Fig. 1: congestion heat map
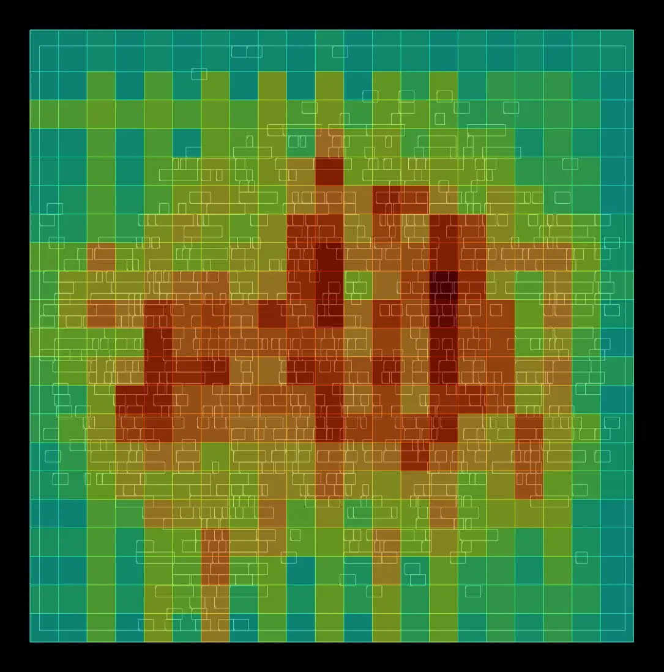
Fig. 2: metal 2
Bar = 50 um.
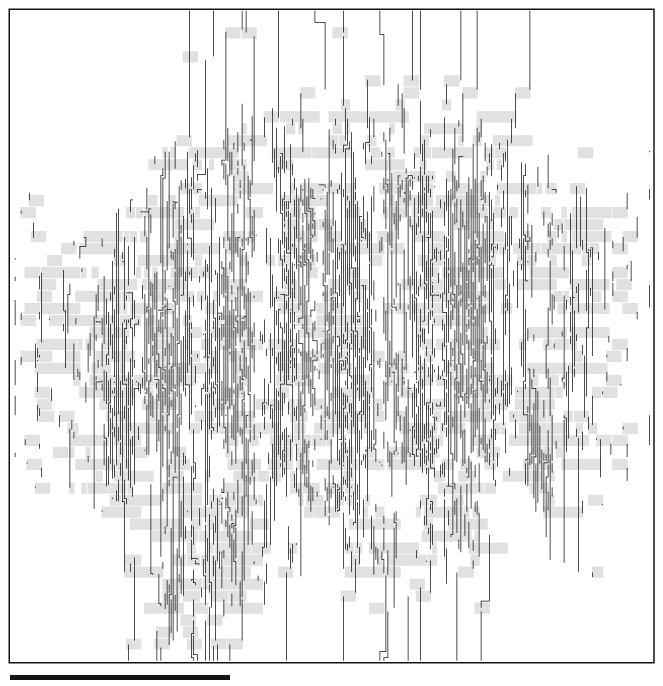
Fig. 3: cells by drive strength
Bar = 50 um.
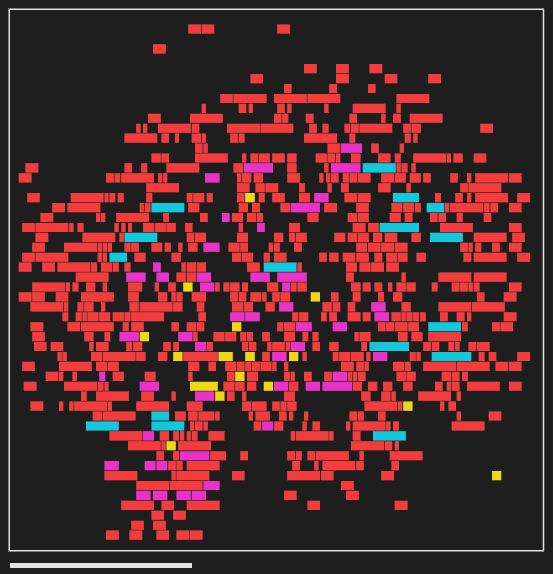
Fig. 4: a small window of the routed layout
Bar = 10 um. Window x 53 to 93, y 24 to 64 um. Cells in gray, sequential cells in the stronger gray; small squares are vias.
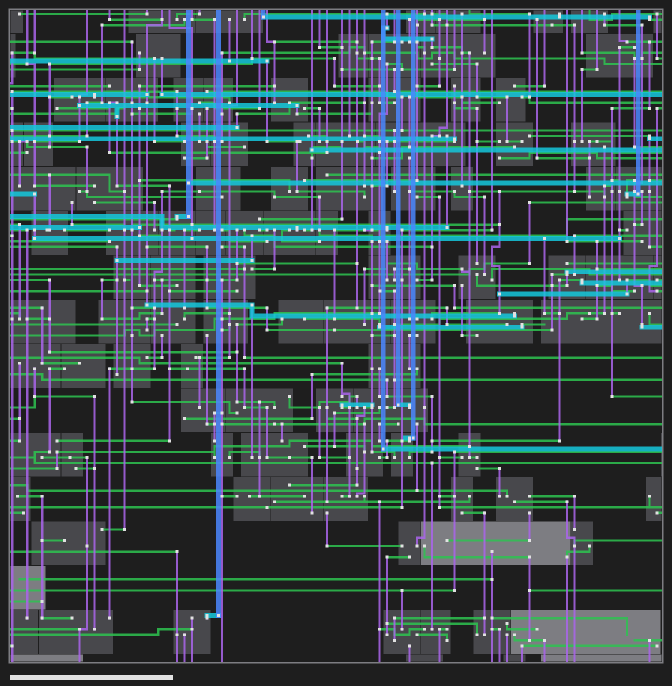
Fig. 5: M1 wires
Bar = 50 um. Supply wires on this layer in gray.
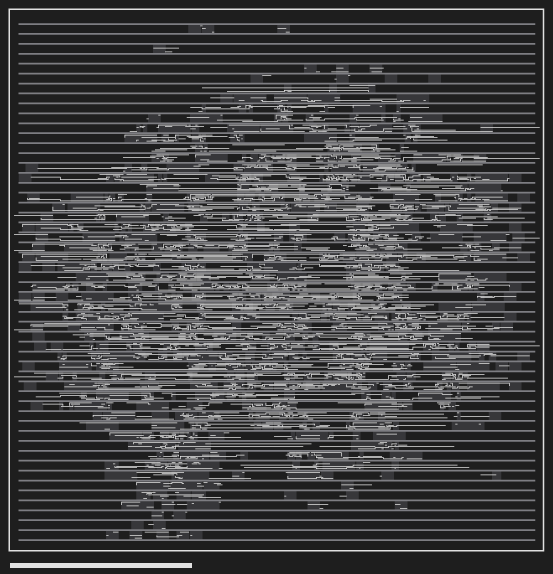
**src/rtl/multicycle_left_shifter.sv**
```systemverilog
// Iterative logical left shifter (SLL). The shift amount is resolved one bit per
// cycle, most significant bit first: shift by 2**(SHAMT_W-1), ..., 2, 1.
// A new operation takes SHAMT_W cycles in SHIFT followed by one DONE cycle.
// The result register holds its value until the next operation completes.
//
// Ports:
//   clock    rising-edge clock
//   reset_n  asynchronous active-low reset
//   start    request, sampled only in IDLE or DONE
//   flush    synchronous abort to IDLE; out keeps its value
//   data     operand, captured on the accepting edge
//   shamt    shift amount, captured on the accepting edge
//   busy     high while shifting
//   done     one-cycle pulse when out is new
//   out      result register
//
// WIDTH must equal 2**SHAMT_W.

module multicycle_left_shifter #(
    parameter int unsigned WIDTH   = 32,
    parameter int unsigned SHAMT_W = 5
) (
    input  logic               clock,
    input  logic               reset_n,
    input  logic               start,
    input  logic               flush,
    input  logic [WIDTH-1:0]   data,
    input  logic [SHAMT_W-1:0] shamt,
    output logic               busy,
    output logic               done,
    output logic [WIDTH-1:0]   out
);

    localparam int unsigned StageW = (SHAMT_W > 1) ? $clog2(SHAMT_W) : 1;
    localparam logic [StageW-1:0] LastStage = StageW'(SHAMT_W - 1);

    typedef enum logic [1:0] {
        StIdle,
        StShift,
        StDone
    } state_e;

    state_e              state_q;
    logic [WIDTH-1:0]    acc_q;
    logic [SHAMT_W-1:0]  amt_q;
    logic [StageW-1:0]   stage_q;
    logic [WIDTH-1:0]    out_q;
    logic                busy_q;
    logic                done_q;

    logic [SHAMT_W-1:0]  step;
    logic [WIDTH-1:0]    acc_d;

    // 2**stage always fits in SHAMT_W bits because stage < SHAMT_W.
    always_comb begin
        step  = SHAMT_W'(1) << stage_q;
        acc_d = acc_q;
        if (amt_q[stage_q]) begin
            acc_d = acc_q << step;
        end
    end

    always_ff @(posedge clock or negedge reset_n) begin
        if (!reset_n) begin
            state_q <= StIdle;
            acc_q   <= '0;
            amt_q   <= '0;
            stage_q <= '0;
            out_q   <= '0;
            busy_q  <= 1'b0;
            done_q  <= 1'b0;
        end else if (flush) begin
            state_q <= StIdle;
            busy_q  <= 1'b0;
            done_q  <= 1'b0;
        end else begin
            unique case (state_q)
                StIdle, StDone: begin
                    done_q <= 1'b0;
                    if (start) begin
                        acc_q   <= data;
                        amt_q   <= shamt;
                        stage_q <= LastStage;
                        busy_q  <= 1'b1;
                        state_q <= StShift;
                    end else begin
                        busy_q  <= 1'b0;
                        state_q <= StIdle;
                    end
                end
                StShift: begin
                    acc_q <= acc_d;
                    if (stage_q == '0) begin
                        out_q   <= acc_d;
                        done_q  <= 1'b1;
                        busy_q  <= 1'b0;
                        state_q <= StDone;
                    end else begin
                        stage_q <= stage_q - 1'b1;
                    end
                end
                default: begin
                    busy_q  <= 1'b0;
                    done_q  <= 1'b0;
                    state_q <= StIdle;
                end
            endcase
        end
    end

    assign busy = busy_q;
    assign done = done_q;
    assign out  = out_q;

endmodule

```
**config.mk**
```make
export PLATFORM = sky130hd
export DESIGN_NAME = multicycle_left_shifter
export DESIGN_NICKNAME = d
export VERILOG_FILES = /design/src/rtl/multicycle_left_shifter.sv
export SDC_FILE = /design/constraint.sdc
export NUM_CORES = 1
export LEC_CHECK = 0
export CORE_AREA = 2 2 144 146
export DETAILED_ROUTE_END_ITERATION = 12
export DIE_AREA = 0 0 146 148
export SYNTH_ARGS = -nofsm -noshare
export SYNTH_HDL_FRONTEND = slang
export SYNTH_SLANG_ARGS = --single-unit
```
**constraint.sdc**
```tcl
create_clock -name clock -period 4.9 [get_ports clock]
set_input_delay 0.49 -clock clock [delete_from_list [all_inputs] [get_ports clock]]
set_output_delay 0.49 -clock clock [all_outputs]
set_load 0.02 [all_outputs]
```
==> impl_metrics.py <==
# Flow results
metrics = {
    "power": {
        "vdd_ir_drop_max_mv": 0.263,
        "p_per_area_nw_per_um2": 787,
    },
    "yosys": {
        "synth.most_common_cell": "dfrtp_1",
        "ys_types": 77,
        "synth-xor-area-share_pct": 0.147,
        "syn_avg_cell_area_um2": 8.66,
        "ys_sh_aoi_pct": 31.0,
        "netlist_area_um2": 5940,
        "yosys-stat-area_um2": 5940,
        "synthSimpleGateAreaFrac_pct": 17.5,
    },
    "placement": {
        "dpl_cell_area_um2": 6740,
        "gp_congestion": 1.04,
    },
    "timing": {
        "slew_headroom_pct": 23.2,
        "slew_violations": 0,
        "fin_tns_setup_ns": 0,
        "rsz0062_at_grt": "no",
        "skew_ns": 0.00778,
        "hold_viol_final": 0,
    },
    "hold_path": {
        "hold_path.class": "input port to asynchronous set/reset pin",
    },
    "die": {
        "dieWidth_um": 146,
        "row_count": 52,
        "ioPinCount": 75,
    },
    "clock_network": {
        "cts.sinks": 75,
    },
    "setup_path": {
        "critPathLaunchType": "flip-flop",
        "critPathKind": "flip-flop to flip-flop",
        "cp_max_fo": 29,
    },
    "global_route": {
        "grt_pass1_wl_um": 35500,
    },
    "drt": {
        "drtPass1Iterations": 7,
    },
    "outcome": {
        "status": "finished, final reports clean",
    },
}
About Fig. 1:
Most Crowded Layer GR: met2
final core utilization: 35.5%
global router's overall resource usage: 21.2%
grt met2 use: 31.3%
wire per inst: 23.4 um

About Fig. 2:
share of all routed wire: 43%
wire length on this layer: 9880 um
longest straight run: 57.1 um
nets with wire on the layer: 612
via count: 6011
WL final: 22900 um

About Fig. 3:
[_6 and larger] cyan | cells: 16 | share: 2.3%
[_3 and _4 cells] yellow | cells: 16 | share: 2.3%
[_0 and _1 cells] red | cells: 629 | share: 89%
[_2 cells] magenta | cells: 48 | share: 6.8%
Final WS setup: 1.48 ns
Area Growth Syn to Fin: 19.6%
nonclk buf count: 88
post-route cell area: 7110 um2

About Fig. 4:
[metal 4] blue
[metal 2] purple
[metal 3] cyan
[metal 1] green
netlist names of flops here include: out (2)
cells with their middle in the window: 96
most frequent: mux2_2 (8), nand2_1 (7)
sequential cells in the window: 2

About Fig. 5:
main direction: horizontal
nets with wire on the layer: 689
wire length on this layer: 10300 um
share of all routed wire: 45%
met1 Track Usage GR: 30.3%

stage by stage:
stage / power, mW / hold slack, ns / instances
after global placement: 4.68 / 0.488 / 963
after detailed placement: 4.66 / 0.479 / 963
after global routing: 5.86 / 0.398 / 979
after floorplan: 3.58 / 0.194 / 686
final: 5.59 / 0.276 / 979
after CTS: 5.50 / 0.344 / 979
critical path, stage by stage, from the launching register on:
cell,delay [ns]
dfrtp_1,0.45
inv_1,0.15
ha_2,0.53
nand2b_1,0.54
buf_4,0.42
mux2i_1,0.34
o22ai_1,0.17
o41ai_1,0.50
a31oi_1,0.15
flip-flops by register name, indices dropped and copies added (netlist names):
register  count
acc_q        32
amt_q         5
busy          1
done          1
out          32
stage_q       3
state_q       1
power breakdown:
group	internal, mW	leakage, nW	total (mW)	switching, mW
combinational	1.37	1.64	3.40	2.03
clock	0.538	0.179	0.816	0.278
sequential	0.895	0.891	1.38	0.480
area by class of cell:
cell class | instances | area [um2]
clock inverter | 4 | 95.1
fill | 2121 | 12900
clock buffer | 12 | 267
timing repair buffer | 88 | 856
inverter | 12 | 45.0
multi-input combinational | 518 | 3630
tap | 270 | 338
sequential | 75 | 1880
cell families after synthesis:
| group | count (synthesis) |
|---|---|
| AND/OR/NAND/NOR | 199 |
| AND-OR/OR-AND | 259 |
| buffers and inverters | 93 |
| multiplexers | 54 |
| XOR/XNOR | 1 |
| flip-flops | 75 |
| adder cells (fa/ha/maj) | 5 |
worst paths after layout:
kind	from	end	slack, ns	cells past startpoint
hold reg to reg	out[0]	out[0]	0.50	2
max in group asynchronous	reset_n	acc_q[30]	3.96	1
setup reg to reg	stage_q[0]	acc_q[31]	1.48	8
setup / recovery	stage_q[0]	acc_q[31]	1.48	8
min in group clock	out[0]	out[0]	0.50	2
hold / removal	reset_n	out[14]	0.28	1
layout by cell type (no fill, tap or decap), drive strengths merged, types with 4 or more instances in the layout:
cell type,synthesis,final
a2111oi,9,9
a211oi,10,10
a21o,5,5
a21oi,27,27
a221o,5,5
a221oi,13,13
a22o,7,7
a22oi,17,17
a31oi,43,43
a32oi,5,5
and3b,5,5
buf,45,15
clkbuf,36,12
clkdlybuf4s50,0,73
dfrtp,75,75
ha,5,5
inv,11,11
mux2,21,21
mux2i,26,26
mux4,7,7
nand2,45,45
nand2b,9,9
nand3,10,10
nor2,58,58
nor2b,7,7
nor3,12,12
nor3b,11,11
o211ai,12,12
o21a,4,4
o21ai,35,35
o22ai,29,29
o31ai,8,8
or3,17,17
or3b,4,4
routing by layer:
layer | vias up | wire [um] | GRT usage [%]
met2 | 344 | 9880 | 31.3
met4 | 0 | 785 | 8.93
met5 | - | 0 | 0
met3 | 58 | 1970 | 3.80
li1 | 2679 | - | -
met1 | 2930 | 10300 | 30.3
Power is estimated from default activity; no workload was simulated.
